File: config.mk
export PLATFORM = sky130hd
export DESIGN_NAME = imm_extend_pipe
export DESIGN_NICKNAME = d
export VERILOG_FILES = /design/src/rtl/imm_ext_pkg.sv /design/src/rtl/imm_extend_core.sv /design/src/rtl/imm_extend_pipe.sv
export SDC_FILE = /design/constraint.sdc
export NUM_CORES = 1
export LEC_CHECK = 0
export CAP_MARGIN = 20
export CORE_UTILIZATION = 45
export CTS_CLUSTER_DIAMETER = 30
export DETAILED_ROUTE_END_ITERATION = 8
export PLACE_DENSITY_LB_ADDON = 0.08
export SETUP_SLACK_MARGIN = 0.2
export SYNTH_ARGS = -nofsm -noshare
export SYNTH_HDL_FRONTEND = slang
export SYNTH_SLANG_ARGS = --single-unit
File: constraint.sdc
create_clock -name Clk -period 2.4 [get_ports Clk]
set_clock_uncertainty 0.2 [all_clocks]
set_input_delay 0.48 -clock Clk [delete_from_list [all_inputs] [get_ports Clk]]
set_output_delay 0.48 -clock Clk [all_outputs]
set_load 0.005 [all_outputs]
File: src/rtl/imm_ext_pkg.sv
// Shared constants for the immediate extender: mode codes and the
// occupancy states of the two-entry output buffer.
package imm_ext_pkg;

  localparam logic [1:0] MODE_SEXT   = 2'd0;
  localparam logic [1:0] MODE_ZEXT   = 2'd1;
  localparam logic [1:0] MODE_UPPER  = 2'd2;
  localparam logic [1:0] MODE_BRANCH = 2'd3;

  typedef enum logic [1:0] {
    ST_EMPTY = 2'd0,
    ST_FULL1 = 2'd1,
    ST_FULL2 = 2'd2
  } occ_state_t;

endpackage

File: src/rtl/imm_extend_core.sv
// Combinational immediate extension: sign, zero, upper placement, and
// sign-extend-then-shift for branch offsets.
module imm_extend_core
  import imm_ext_pkg::*;
#(
  parameter int IN_W     = 16,
  parameter int OUT_W    = 32,
  parameter int BR_SHIFT = 2
) (
  input  logic [IN_W-1:0]  in_data,
  input  logic [1:0]       in_mode,
  output logic [OUT_W-1:0] ext_data
);

  logic signed [IN_W-1:0] in_signed;
  logic [OUT_W-1:0]       sext;
  logic [OUT_W-1:0]       zext;

  assign in_signed = in_data;
  // Size casts avoid zero-width replications when OUT_W equals IN_W.
  assign sext      = OUT_W'(in_signed);
  assign zext      = OUT_W'(in_data);

  always_comb begin
    ext_data = sext;
    case (in_mode)
      MODE_SEXT:   ext_data = sext;
      MODE_ZEXT:   ext_data = zext;
      MODE_UPPER:  ext_data = zext << (OUT_W - IN_W);
      MODE_BRANCH: ext_data = sext << BR_SHIFT;
      default:     ext_data = sext;
    endcase
  end

endmodule

File: src/rtl/imm_extend_pipe.sv
// Pipelined immediate extender with a main output register and a skid
// register so that in_ready can be a flop yet no item is ever dropped.
module imm_extend_pipe
  import imm_ext_pkg::*;
#(
  parameter int IN_W     = 16,
  parameter int OUT_W    = 32,
  parameter int BR_SHIFT = 2,
  parameter int TAG_W    = 5,
  parameter int CNT_W    = 16
) (
  input  logic             Clk,
  input  logic             Reset,
  input  logic             flush,
  input  logic             in_valid,
  output logic             in_ready,
  input  logic [IN_W-1:0]  in_data,
  input  logic [1:0]       in_mode,
  input  logic [TAG_W-1:0] in_tag,
  output logic             out_valid,
  input  logic             out_ready,
  output logic [OUT_W-1:0] out_data,
  output logic [TAG_W-1:0] out_tag,
  output logic             out_neg,
  output logic [CNT_W-1:0] acc_cnt
);

  if (OUT_W < IN_W + BR_SHIFT || OUT_W < IN_W) begin : g_bad_widths
    $error("imm_extend_pipe: OUT_W must be >= IN_W + BR_SHIFT");
  end

  // Handshake: an item moves on a rising edge when valid && ready on that
  // side; out_valid and the payload hold while out_valid && !out_ready.
  // in_ready is registered and means "skid register is empty".

  occ_state_t       state;
  logic [OUT_W-1:0] ext_data;
  logic [OUT_W-1:0] m_data;
  logic [TAG_W-1:0] m_tag;
  logic [OUT_W-1:0] s_data;
  logic [TAG_W-1:0] s_tag;
  logic             accept;
  logic             drain;

  imm_extend_core #(
    .IN_W     (IN_W),
    .OUT_W    (OUT_W),
    .BR_SHIFT (BR_SHIFT)
  ) u_core (
    .in_data  (in_data),
    .in_mode  (in_mode),
    .ext_data (ext_data)
  );

  assign accept = in_valid && in_ready;
  assign drain  = out_valid && out_ready;

  always_ff @(posedge Clk) begin
    if (!Reset) begin
      state     <= ST_EMPTY;
      in_ready  <= 1'b1;
      out_valid <= 1'b0;
      m_data    <= '0;
      m_tag     <= '0;
      s_data    <= '0;
      s_tag     <= '0;
      acc_cnt   <= '0;
    end else if (flush) begin
      state     <= ST_EMPTY;
      in_ready  <= 1'b1;
      out_valid <= 1'b0;
    end else begin
      if (accept) acc_cnt <= acc_cnt + CNT_W'(1);
      case (state)
        ST_EMPTY: begin
          if (accept) begin
            m_data    <= ext_data;
            m_tag     <= in_tag;
            out_valid <= 1'b1;
            state     <= ST_FULL1;
          end
        end
        ST_FULL1: begin
          if (accept && drain) begin
            m_data <= ext_data;
            m_tag  <= in_tag;
          end else if (accept) begin
            s_data   <= ext_data;
            s_tag    <= in_tag;
            in_ready <= 1'b0;
            state    <= ST_FULL2;
          end else if (drain) begin
            out_valid <= 1'b0;
            state     <= ST_EMPTY;
          end
        end
        ST_FULL2: begin
          // in_ready is low here, so only the older skid item can move up.
          if (drain) begin
            m_data   <= s_data;
            m_tag    <= s_tag;
            in_ready <= 1'b1;
            state    <= ST_FULL1;
          end
        end
        default: begin
          state     <= ST_EMPTY;
          in_ready  <= 1'b1;
          out_valid <= 1'b0;
        end
      endcase
    end
  end

  assign out_data = m_data;
  assign out_tag  = m_tag;
  assign out_neg  = m_data[OUT_W-1];

endmodule

==> images/met1.png <==
Bar = 20 um. Supply wires on this layer in gray. Cells faint in the background.
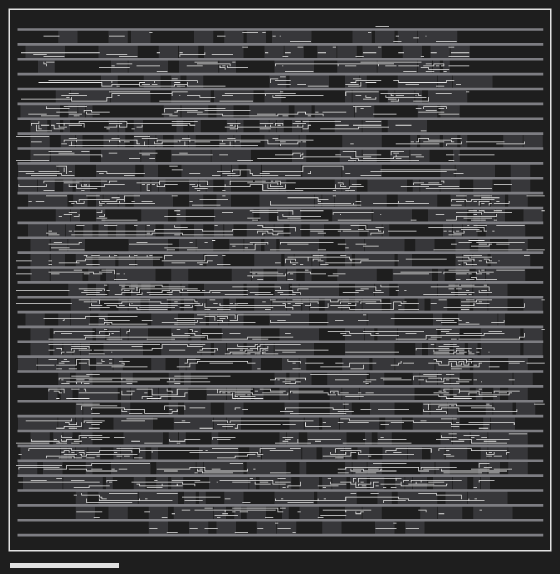
longest straight run: 34.5 um
nets with wire on the layer: 534

==> images/zoom.png <==
Bar = 10 um. Window x 29 to 69, y 10 to 50 um. Cells in gray, sequential cells in the stronger gray; small squares are vias.
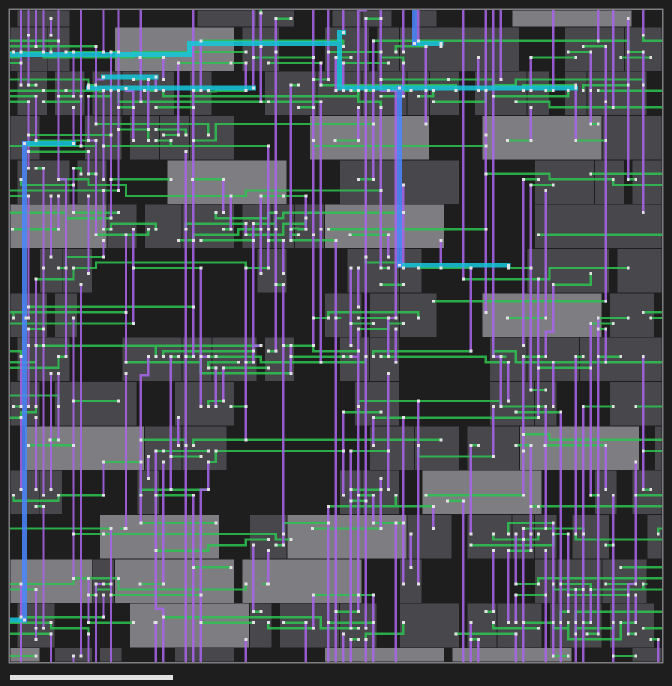
| color | layer |
|---|---|
| purple | met2 |
| cyan | met3 |
| blue | met4 |
| green | met1 |
cells with their middle in the window: 116
sequential cells in the window: 16
most frequent: dfxtp_1 (16)
netlist names of flops here include: `s_data` (8), `out_data` (5), `state` (2)

==> images/met2.png <==
Bar = 20 um. Cells faint in the background.
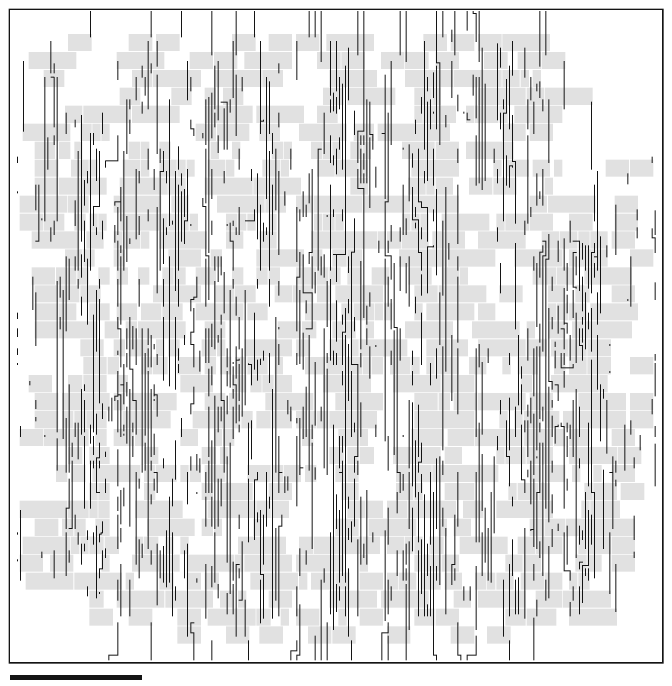
share of all routed wire: 50%
wire length on this layer: 5040 um
main direction: vertical
longest straight run: 37.7 um
nets with wire on the layer: 527

==> images/final_congestion.png <==
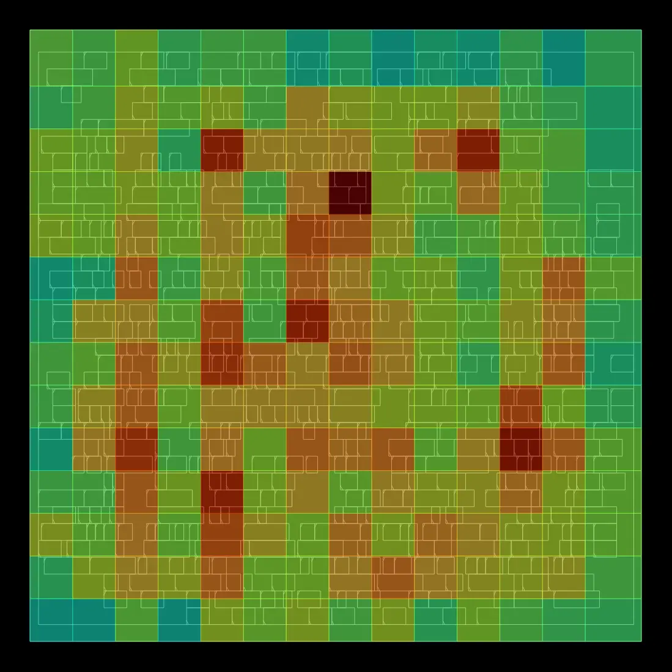
routing usage on met2: 36.3%
met3 GRT Util: 5.39%
met1 Track Usage GR: 25.2%
Avg WL per Cell: 14.8 um
most used routing layer: met2

[cell families (layout without fill, tap and decap cells)]
family	Yosys count	after routing	synth area share, %
and+or+nand+nor	187	187	22.7
AOI/OAI and AO/OA	135	135	21.6
DFF	94	94	44.7
buffers and inverters	48	134	4.60
muxes	17	17	4.07
xor gates and xnor gates	10	10	2.08
adders and majority gates	1	1	0.297
[Yosys cell counts, types with 3 or more instances]
library cell	instances	area share (%)
nor2b_1	3	0.45
buf_2	8	0.95
o31ai_1	4	0.71
a211oi_1	24	4.3
o22ai_1	14	2.1
nand3_1	31	3.7
a22o_1	14	2.9
nand2b_1	17	2.5
nand3b_1	3	0.53
dfxtp_1	94	45
a311oi_1	13	2.7
nor3_1	3	0.36
xor2_1	4	0.83
nand4_1	3	0.45
and3b_1	14	2.9
clkbuf_1	32	2.9
or4_1	5	0.89
nand2_1	24	2.1
buf_1	3	0.27
xnor2_1	6	1.2
a21oi_1	38	4.5
inv_1	3	0.27
mux2i_1	16	3.8
o21ai_0	15	1.8
nor2_1	73	6.5
[layer usage]
metal	global-route usage [%]	vias up	routed length, um
met5	0	-	0
met3	5.39	22	398
met1	25.2	1810	4460
met4	9.64	0	244
li1	-	1944	-
met2	36.3	85	5040
[sequential cells by signal, summed over array words and instances, names as in the netlist]
signal     flops
acc_cnt       16
in_ready       1
out_data      32
out_tag        5
out_valid      1
s_data        32
s_tag          5
state          2
[final cells by class]
| cell class | count | area share [%] |
|---|---|---|
| well taps | 108 | 2.44 |
| flip-flops and latches | 94 | 33.9 |
| inverters | 4 | 0.271 |
| multi-input cells | 350 | 39.2 |
| clock buffers | 11 | 2.37 |
| repair buffers | 114 | 21.1 |
| clock inverters | 5 | 0.654 |
[repair_timing]
item	CTS	global route
gates resized	2	6
buffers inserted	2	2
pin swaps	0	2
endpoints found under the setup margin	10	62
==> results.json <==
{
  "rows": 34,
  "die_x_um": 98.8,
  "dp_hpwl_um": 7090,
  "hold_path.startpoint": "out_data[6]$_SDFFE_PN0P_",
  "endpoint": "s_data[27]$_SDFFE_PN0P_",
  "synth_nets": 521,
  "antenna_found_initial": 0,
  "clock.fmax_mhz": 474,
  "regArea_um2": 1880,
  "io_pins": 84,
  "grt_pass1_wl_um": 16600,
  "critPathTopFamily": "buffers and inverters",
  "die_y_um": 98.8,
  "power.total_w": 0.00302,
  "logic_area_um2": 2170,
  "syn_area_um2": 4210,
  "clk_latency_ps": 360,
  "hold_slack_ps": 275,
  "clockPowerShare_pct": 30.8,
  "fin_cells": 686,
  "status": "finished clean",
  "p_comb_share_pct": 14.8,
  "powerDensity_nw_per_um2": 544,
  "dp.cells": 666,
  "worstReg2RegStart": "acc_cnt[4]$_SDFFE_PN0P_",
  "cts-buffers-inserted": 9,
  "cts_num_sinks": 94,
  "dp_slack_ps": -235,
  "place_area_um2": 5300,
  "dr_total_vias": 3861,
  "path_depth": 7,
  "drcViolationCount": 0,
  "p_int_w": 0.00222,
  "warnings": 27,
  "clk_pin_slew_ps": 90,
  "drive_gt1_share_pct": 9.69,
  "cpPeakStageDelay_ps": 450,
  "drtIter0Drc": 198,
  "ys.flop_type": "dfxtp_1",
  "power_switching_w": 0.000797,
  "async_flop_share_pct": 0,
  "finalSetupViolCount": 0,
  "drtAntennaViolNets": 0,
  "swShare_pct": 26.4,
  "yosysChipArea_um2": 4210,
  "ys_seq_share_pct": 44.7,
  "period_used_pct": 87.9,
  "final_cell_mix": "dfxtp_1 (94), clkdlybuf4s50_1 (81), nor2_1 (73)",
  "lay_top_count": "dfxtp_1",
  "portBuffers": 83,
  "p_clk_w": 0.000928,
  "setup_slack_ps": 291,
  "grt_overflow": 0,
  "hold_class": "reg -> reg",
  "cts_tree": "done",
  "fin_area_um2": 5540,
  "path_class": "in -> reg",
  "syn_inst": 492,
  "coreArea_um2": 8890,
  "fillCellCount": 801
}
